[src/rtl/nibble_pkg.sv]
// rtl/nibble_pkg.sv - shared types and constants for the nibble op sequencer
// Contents: FSM state encoding, opcode values, blank pattern and the
// active-low {g,f,e,d,c,b,a} hex-to-segment table.
package nibble_pkg;

    typedef enum logic [1:0] {
        S_IDLE    = 2'd0,
        S_CAPTURE = 2'd1,
        S_EXEC    = 2'd2,
        S_DONE    = 2'd3
    } state_e;

    localparam logic [1:0] OP_AND = 2'b00;
    localparam logic [1:0] OP_XOR = 2'b01;
    localparam logic [1:0] OP_OR  = 2'b10;
    localparam logic [1:0] OP_ADD = 2'b11;

    localparam logic [6:0] SEG_BLANK = 7'h7F;

    // Entry [i] is the segment pattern for hex digit i (listed F down to 0).
    localparam logic [15:0][6:0] HEX_SEG = {
        7'h0E, 7'h06, 7'h21, 7'h46, 7'h03, 7'h08, 7'h10, 7'h00,
        7'h78, 7'h02, 7'h12, 7'h19, 7'h30, 7'h24, 7'h79, 7'h40
    };

endpackage

[src/rtl/btn_debounce.sv]
// rtl/btn_debounce.sv - button synchronizer, debouncer and rising-edge pulse
// Ports: clk, rst (sync active-high), btn_i (raw asynchronous button),
//        go_pulse_o (one-cycle pulse on each accepted press).
module btn_debounce #(
    parameter int DEBOUNCE_CYCLES = 1000000
) (
    input  logic clk,
    input  logic rst,
    input  logic btn_i,
    output logic go_pulse_o
);

    localparam int CW = $clog2(DEBOUNCE_CYCLES + 1);

    logic          sync1_q, sync2_q;
    logic          stable_q, stable_dly_q;
    logic [CW-1:0] cnt_q;

    always_ff @(posedge clk) begin
        if (rst) begin
            sync1_q      <= 1'b0;
            sync2_q      <= 1'b0;
            stable_q     <= 1'b0;
            stable_dly_q <= 1'b0;
            cnt_q        <= '0;
        end else begin
            sync1_q      <= btn_i;
            sync2_q      <= sync1_q;
            stable_dly_q <= stable_q;
            // Any return to the accepted level restarts the hold window.
            if (sync2_q != stable_q) begin
                if (cnt_q == CW'(DEBOUNCE_CYCLES - 1)) begin
                    stable_q <= sync2_q;
                    cnt_q    <= '0;
                end else begin
                    cnt_q <= cnt_q + CW'(1);
                end
            end else begin
                cnt_q <= '0;
            end
        end
    end

    assign go_pulse_o = stable_q & ~stable_dly_q;

endmodule

[src/rtl/nibble_op_sequencer.sv]
// rtl/nibble_op_sequencer.sv - button-triggered 4-bit ALU with LED and 7-seg scan
// Ports: clk, rst (sync active-high), sw[15:0] (A=[3:0], B=[7:4], op=[15:14]),
//        btn_go (raw button), seg/an (active-low display), led (result),
//        carry (ADD carry-out), busy (not idle), done (result-latched pulse).
module nibble_op_sequencer
    import nibble_pkg::*;
#(
    parameter int DEBOUNCE_CYCLES = 1000000,
    parameter int REFRESH_CYCLES  = 100000
) (
    input  logic        clk,
    input  logic        rst,
    input  logic [15:0] sw,
    input  logic        btn_go,
    output logic [6:0]  seg,
    output logic [3:0]  an,
    output logic [3:0]  led,
    output logic        carry,
    output logic        busy,
    output logic        done
);

    localparam int RW = $clog2(REFRESH_CYCLES + 1);

    logic          go_pulse;
    state_e        state_q, state_d;
    logic [3:0]    a_q, b_q, res_q;
    logic [1:0]    op_q;
    logic          carry_q;
    logic [3:0]    alu_res;
    logic          alu_carry;
    logic [4:0]    sum;
    logic [RW-1:0] ref_q;
    logic [1:0]    digit_q;
    logic [3:0]    digit_val;
    logic [6:0]    seg_q;
    logic [3:0]    an_q;

    btn_debounce #(
        .DEBOUNCE_CYCLES(DEBOUNCE_CYCLES)
    ) u_deb (
        .clk       (clk),
        .rst       (rst),
        .btn_i     (btn_go),
        .go_pulse_o(go_pulse)
    );

    always_comb begin
        state_d = state_q;
        busy    = 1'b1;
        done    = 1'b0;
        case (state_q)
            S_IDLE: begin
                busy = 1'b0;
                if (go_pulse) state_d = S_CAPTURE;
            end
            S_CAPTURE: state_d = S_EXEC;
            S_EXEC:    state_d = S_DONE;
            S_DONE: begin
                done    = 1'b1;
                state_d = S_IDLE;
            end
            default: state_d = S_IDLE;
        endcase
    end

    always_comb begin
        sum       = {1'b0, a_q} + {1'b0, b_q};
        alu_carry = 1'b0;
        case (op_q)
            OP_AND:  alu_res = a_q & b_q;
            OP_XOR:  alu_res = a_q ^ b_q;
            OP_OR:   alu_res = a_q | b_q;
            default: begin
                alu_res   = sum[3:0];
                alu_carry = sum[4];
            end
        endcase
    end

    // The result register is written on leaving EXEC, so led/carry are
    // already valid in the same cycle that done is high.
    always_ff @(posedge clk) begin
        if (rst) begin
            state_q <= S_IDLE;
            a_q     <= '0;
            b_q     <= '0;
            op_q    <= '0;
            res_q   <= '0;
            carry_q <= 1'b0;
        end else begin
            state_q <= state_d;
            if (state_q == S_CAPTURE) begin
                a_q  <= sw[3:0];
                b_q  <= sw[7:4];
                op_q <= sw[15:14];
            end
            if (state_q == S_EXEC) begin
                res_q   <= alu_res;
                carry_q <= alu_carry;
            end
        end
    end

    assign led   = res_q;
    assign carry = carry_q;

    always_comb begin
        case (digit_q)
            2'd0:    digit_val = res_q;
            2'd1:    digit_val = b_q;
            2'd2:    digit_val = a_q;
            default: digit_val = {2'b00, op_q};
        endcase
    end

    // an and seg come from the same digit index in the same register stage,
    // so a frame never pairs one digit's anode with another's pattern.
    always_ff @(posedge clk) begin
        if (rst) begin
            ref_q   <= '0;
            digit_q <= '0;
            seg_q   <= SEG_BLANK;
            an_q    <= 4'hF;
        end else begin
            if (ref_q == RW'(REFRESH_CYCLES - 1)) begin
                ref_q   <= '0;
                digit_q <= digit_q + 2'd1;
            end else begin
                ref_q <= ref_q + RW'(1);
            end
            seg_q <= HEX_SEG[digit_val];
            an_q  <= ~(4'b0001 << digit_q);
        end
    end

    assign seg = seg_q;
    assign an  = an_q;

endmodule

[config.mk]
export PLATFORM = sky130hd
export DESIGN_NAME = nibble_op_sequencer
export DESIGN_NICKNAME = d
export VERILOG_FILES = /design/src/rtl/nibble_pkg.sv /design/src/rtl/btn_debounce.sv /design/src/rtl/nibble_op_sequencer.sv
export SDC_FILE = /design/constraint.sdc
export NUM_CORES = 1
export LEC_CHECK = 0
export CAP_MARGIN = 40
export CORE_UTILIZATION = 51
export DETAILED_ROUTE_END_ITERATION = 7
export GPL_ROUTABILITY_DRIVEN = 1
export PLACE_DENSITY = 0.81
export SYNTH_ARGS = -nofsm -noshare
export SYNTH_HDL_FRONTEND = slang
export SYNTH_SLANG_ARGS = --single-unit
[constraint.sdc]
create_clock -name clk -period 2.4 [get_ports clk]
set_input_delay 0.48 -clock clk [delete_from_list [all_inputs] [get_ports clk]]
set_output_delay 0.48 -clock clk [all_outputs]
set_load 0.05 [all_outputs]
==> results.cfg, run 1 <==
; yosys + openroad results
[grt]
met1_usage_pct = 28.1
maximum_number_of_pins_on_one_net_before_global_route_repair = 21
grt_pass1_vias = 2757
busiest_layer = met2
grt_pass1_wl_um = 12300
groute.layer.met2.usage_pct = 33.1
grtUsageTotal_pct = 21.1
gr-total-overflow = 0
grt_use_met3_pct = 3.79

[detailed_routing]
drtAntennaViolNets = 0
route.detailed.vias_per_inst = 5.65
met1Wirelength_um = 3300
post-route-drc-count = 0
drt_wl_total_um = 7040
route.met3.wl_um = 344
met2RoutedLength_um = 3230
detail_route.wl_per_cell_um = 13.7

[layout]
regArea_mm2 = 0.00142
final_layout_top_logic_cell = dfxtp_1
finalNetCount = 478
syn2layout_area_growth_pct = 19.5
leading_cell_types_in_the_layout_fill_and_taps_excluded = dfxtp_1 (70), nor2_1 (47), clkdlybuf4s50_1 (29)
layout.core_utilization_pct = 64.7
clkbuf_count = 13
final.fill_count = 483
layout-drive-gt1-share_pct = 8.92
top_area_cell_class = multi-input combinational cells
diodes = 0
max_flop_register = u_deb.cnt_q
final_cells = 514
layout.nonclk_buf_share_pct = 10.1
design.seq.count = 71
seq-cell-share_pct = 33.8
area.share.combinational_pct = 46.1
clock_cell_area_share_pct = 5.33
nonClockBufferCount = 46

[synth]
ys_top_logic_family = simple AND/OR/NAND/NOR gates
synth-edff-count = 0
post_synth_ao_oa_area_fraction_pct = 11.4
ys_sh_mux_pct = 5.48
fraction_of_synthesis_flops_using_an_asynchronous_set_or_reset_pin_pct = 0
synth-cells-yosys = 392
yosys.area_share.xor_xnor_pct = 6.72
post-synth-top-area-cell = dfxtp_1
syn_inst_count = 392
numSynthFlops = 71
leading_cell_types_by_total_area_after_synthesis = dfxtp_1 (40%), ha_1 (9.2%), xor2_1 (5.7%)
synth_area_in_simple_gates_pct = 21.4
synth-seq-area-share_pct = 40.4
ff_type = dfxtp_1
synth.most_common_cell = dfxtp_1
synth.cells.most_frequent = dfxtp_1 (71), nor2_1 (47), inv_1 (27)
synth_top_area_share_pct = 40.4
syn-num-nets = 438
post_synth_instance_area_mm2 = 0.00352
syn_area_per_cell_um2 = 8.97
synth.cellmix.adderShare_pct = 9.82

[clock_network]
clock_slew_at_the_register_clock_pins_of_the_worst_setup_and_hold_paths_ns = 0.07
clock_sink_count = 71
tritoncts = built
cts_hold_buffers = 0
clock_tree.buffer_depth = 2
cts_inserted_buffers = 9
cts_root_buffer = clkbuf_8
insertion_delay_ns = 0.35

[sta]
setup_violations = 0
rsz_0062_raised_after_global_routing = no
part_of_the_cycle_the_worst_path_needs_pct = 90.9
finalHoldViolCount = 0
final_max_slew_violation_tally = 0
finalSetupTns_ns = 0
finalHoldWorstSlack_ns = 0.444
fmaxAchievable_ghz = 0.459
worst_clock_skew_ns = 0.00858
max-slew-margin-rel_pct = 57.4

[floorplanning]
io-pin-count = 37
core.rowCount = 29
chipHeight_um = 85.0
initial_utilization_pct = 54.2

[place]
place_ws_ns = 0.0736
port_buffers = 30
place.detailed.hpwl_um = 5000
dp.cells = 498

[power_and_ir_drop]
power_frac_comb_pct = 19.5
power_leader = sequential cells
sw_frac_of_total_pct = 27.7
finalPower_mw = 2.97
cell_area_power_density_mw_per_mm2 = 705
leakage_nw = 1.67
pint_mw = 2.14
powerSeq_mw = 1.32
clockNetworkPower_mw = 1.07
power.clock.fraction_pct = 36.0
power.share.sequential_pct = 44.5
peak_vdd_ir_mv = 0.377
netSwitchingPower_mw = 0.821

[worst_setup_path]
r2r-end = seg[0]$_SDFF_PP1_
data_arrival_time_of_the_worst_path_ns = 2.41
cpMostUsedCell = inv_1
timing.critical_path.slowest_cell_delay_ns = 0.37
crit_fanout = 5
setup.worst_path.end = seg[0]$_SDFF_PP1_
rrSetupSlack_ns = 0.22
critical_path.top_delay_family = AND-OR/OR-AND gates
critical_path.startpoint_type = flop
reg2reg_depth = 9
timing.critical_path.depth = 9
path_buffers = 2

[status]
status = completed

[flow_run]
drv_cap = 0
tool_warnings = 49

[worst_hold_path]
holdPathEnd = u_deb.sync2_q$_SDFF_PP0_
hold_path_class = reg -> reg
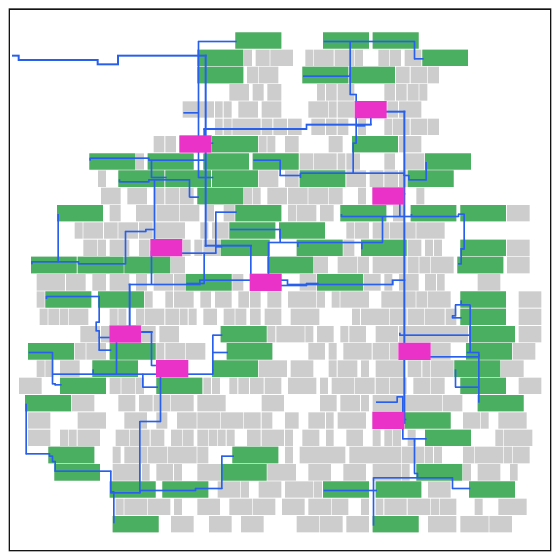
**Above:** run 1 (routed clock nets over the placement).
[blue] clock wires | length: 837 um
[magenta] clock-net drivers | count: 9
[green] flip-flops | count: 71
routed clock nets: 10

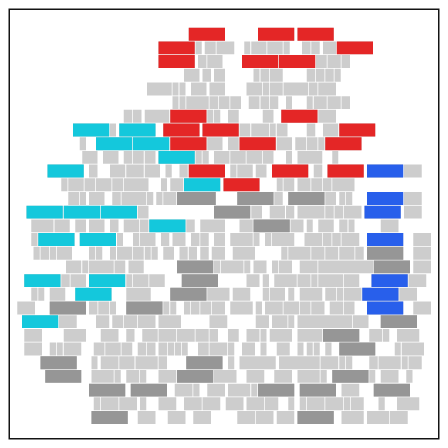
**Above:** run 1 (sequential cells grouped by signal name).
Other sequential cells in the stronger gray, the rest of the logic in the fainter gray.
| color | name in the netlist | sequential cells |
|---|---|---|
| red | u_deb.cnt_q | 20 |
| blue | seg | 7 |
| cyan | ref_q | 17 |
not colored: 27

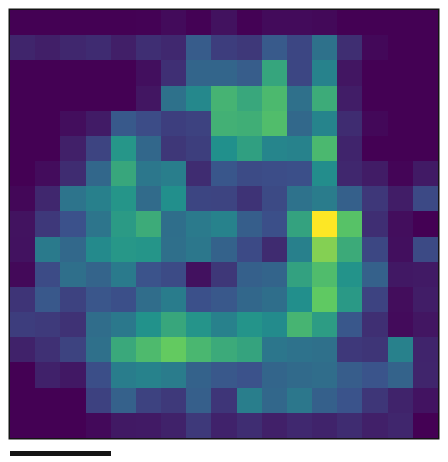
**Above:** run 1 (wiring heat map).
Scale bar: 20 um. 17 x 17 tiles, from dark purple (low) to yellow (high), scaled to the fullest tile. Values are wire area over tile area, all layers added.
fullest tile: 0.64
nearly empty tiles: 18%
tiles over half the peak: 14%
emptiest ninth of the die: upper left
mean over tiles: 0.16

**Run 1: cell outlines without signal wires**

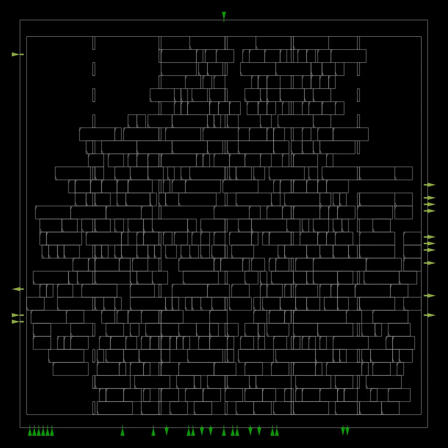

--- run 2 (diff from run 1) ---
--- a/config.mk
+++ b/config.mk
@@ -5,11 +5,14 @@
 export SDC_FILE = /design/constraint.sdc
 export NUM_CORES = 1
 export LEC_CHECK = 0
+export ABC_AREA = 1
 export CAP_MARGIN = 40
-export CORE_UTILIZATION = 51
+export CELL_PAD_IN_SITES_DETAIL_PLACEMENT = 0
+export CELL_PAD_IN_SITES_GLOBAL_PLACEMENT = 2
+export CORE_UTILIZATION = 29
 export DETAILED_ROUTE_END_ITERATION = 7
 export GPL_ROUTABILITY_DRIVEN = 1
-export PLACE_DENSITY = 0.81
+export PLACE_DENSITY = 0.8
 export SYNTH_ARGS = -nofsm -noshare
 export SYNTH_HDL_FRONTEND = slang
 export SYNTH_SLANG_ARGS = --single-unit
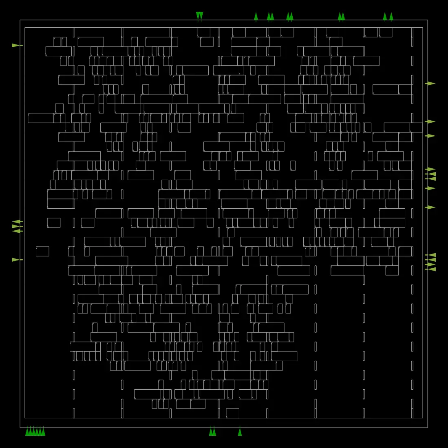
**Above:** run 2 (cell outlines without signal wires).
seq_cells: 71
Site Rows: 41
Core ar.: 0.0127 mm^2

==> run 2 against run 1 <==
Sequential cell count unchanged. Fmax down 0.65%. Worst setup slack got worse by 0.014 ns. Cell area increased by 7.4%. First-iteration DRC count fell by 27%. Critical path type is now reg -> out. Highest routed layer unchanged.
==> results.cfg, run 2 <==
; yosys + openroad results
[grt]
busiest_layer = met2
maximum_number_of_pins_on_one_net_before_global_route_repair = 29
grt_pass1_vias = 3087
grt_use_met3_pct = 4.62
antenna_found_initial = 0
met1_usage_pct = 17.4
gr-total-overflow = 0
grtUsageTotal_pct = 13.8
grt_pass1_wl_um = 14300
groute.layer.met2.usage_pct = 22.2

[power_and_ir_drop]
cell_area_power_density_mw_per_mm2 = 840
powerSeq_mw = 1.43
netSwitchingPower_mw = 1.37
clockNetworkPower_mw = 1.18
sw_frac_of_total_pct = 36.1
finalPower_mw = 3.79
peak_vdd_ir_mv = 0.392
pg_comb_mw = 1.18
power_frac_comb_pct = 31.0
pint_mw = 2.42
power_leader = sequential cells
power.share.sequential_pct = 37.8
power.clock.fraction_pct = 31.2
leakage_nw = 1.71

[worst_setup_path]
path_buffers = 1
rrSetupSlack_ns = 0.38
cpMaxStageDelayCell = clkdlybuf4s50_1
timing.critical_path.slowest_cell_delay_ns = 0.82
r2r-end = seg[3]$_SDFF_PP1_
worstPathCellList = ha_1, clkdlybuf4s50_1
data_arrival_time_of_the_worst_path_ns = 1.72
critical_path.top_delay_family = buffers and inverters
critical_path.startpoint_type = flop
setup.worst_path.end = done
reg2reg_depth = 9
crit_fanout = 3
timing.critical_path.depth = 2

[synth]
synth-seq-area-share_pct = 37.5
synth.yosys.warnings = 0
post_synth_ao_oa_area_fraction_pct = 9.83
synth.most_common_cell = nand2_1
yosys.area_share.xor_xnor_pct = 2.77
ff_type = dfxtp_1
numSynthFlops = 71
synth.cells.most_frequent = nand2_1 (128), nor2_1 (78), dfxtp_1 (71)
synth-edff-count = 0
leading_cell_types_by_total_area_after_synthesis = dfxtp_1 (37%), nand2_1 (13%), ha_1 (8.6%)
syn_inst_count = 527
syn-num-nets = 573
synth_area_in_simple_gates_pct = 33.3
synth-cells-yosys = 527
syn_area_per_cell_um2 = 7.20
synth_top_area_share_pct = 37.5
fraction_of_synthesis_flops_using_an_asynchronous_set_or_reset_pin_pct = 0
post-synth-top-area-cell = dfxtp_1
ys_sh_mux_pct = 0
post_synth_instance_area_mm2 = 0.00379
synth.cellmix.adderShare_pct = 9.10
ys_top_logic_family = simple AND/OR/NAND/NOR gates
synth_cell_type_count = 34

[layout]
diodes = 0
layout.core_utilization_pct = 35.6
leading_cell_types_in_the_layout_fill_and_taps_excluded = nand2_1 (128), nor2_1 (78), dfxtp_1 (71)
clock_cell_area_share_pct = 5.60
finalNetCount = 606
final_layout_top_logic_cell = nand2_1
largest_register_ffs = 20
final.fill_count = 1395
final_cells = 734
seq-cell-share_pct = 31.5
top_area_cell_class = multi-input combinational cells
max_flop_register = u_deb.cnt_q
regArea_mm2 = 0.00142
area.share.combinational_pct = 46.2
multi_input_comb_area_mm2 = 0.00209
nonClockBufferCount = 33
layout-drive-gt1-share_pct = 8.19
clkbuf_count = 11
layout.nonclk_buf_share_pct = 7.10
syn2layout_area_growth_pct = 18.9

[clock_network]
insertion_delay_ns = 0.33
tritoncts = built
cts_inserted_buffers = 9
clock_slew_at_the_register_clock_pins_of_the_worst_setup_and_hold_paths_ns = 0.06
cts_root_buffer = clkbuf_16
cts_resized = 0
cts-htree-levels = 3
cts_hold_buffers = 0
clock_tree.buffer_depth = 2
clock_sink_count = 71

[detailed_routing]
drt_wl_total_um = 8520
met2RoutedLength_um = 3830
route.met3.wl_um = 387
drt_first_pass_iters = 4
post-route-drc-count = 0
detail_route.wl_per_cell_um = 11.6
drtAntennaViolNets = 0
maxUsedRoutingLayer = met4
route.detailed.vias_per_inst = 4.48
met1Wirelength_um = 4200
vias = 3286

[worst_hold_path]
hold_start = u_deb.sync1_q$_SDFF_PP0_
holdPathEnd = u_deb.sync2_q$_SDFF_PP0_
count_of_cells_along_the_worst_hold_path = 2
hold_path_class = reg -> reg

[sta]
fmaxAchievable_ghz = 0.456
finalHoldWorstSlack_ns = 0.399
max-slew-margin-rel_pct = 66.3
final_max_slew_violation_tally = 0
post-route-min-period_ns = 2.20
setup_violations = 0
finalHoldViolCount = 0
rsz_0062_raised_after_global_routing = no
worst_pin_slew_ns = 0.505
part_of_the_cycle_the_worst_path_needs_pct = 91.5
worst_clock_skew_ns = 0.00624
finalSetupTns_ns = 0

[place]
place_ws_ns = 0.392
place.detailed.hpwl_um = 6360
port_buffers = 30
globalplace.congestion = 0.787
dp.cells = 721

[floorplanning]
die_area_mm2 = 0.0135
nWellTaps = 172
initial_utilization_pct = 29.9
io-pin-count = 37
chipHeight_um = 116
dieWidth_um = 116

[flow_run]
drv_cap = 0
tool_warnings = 49

[status]
status = completed
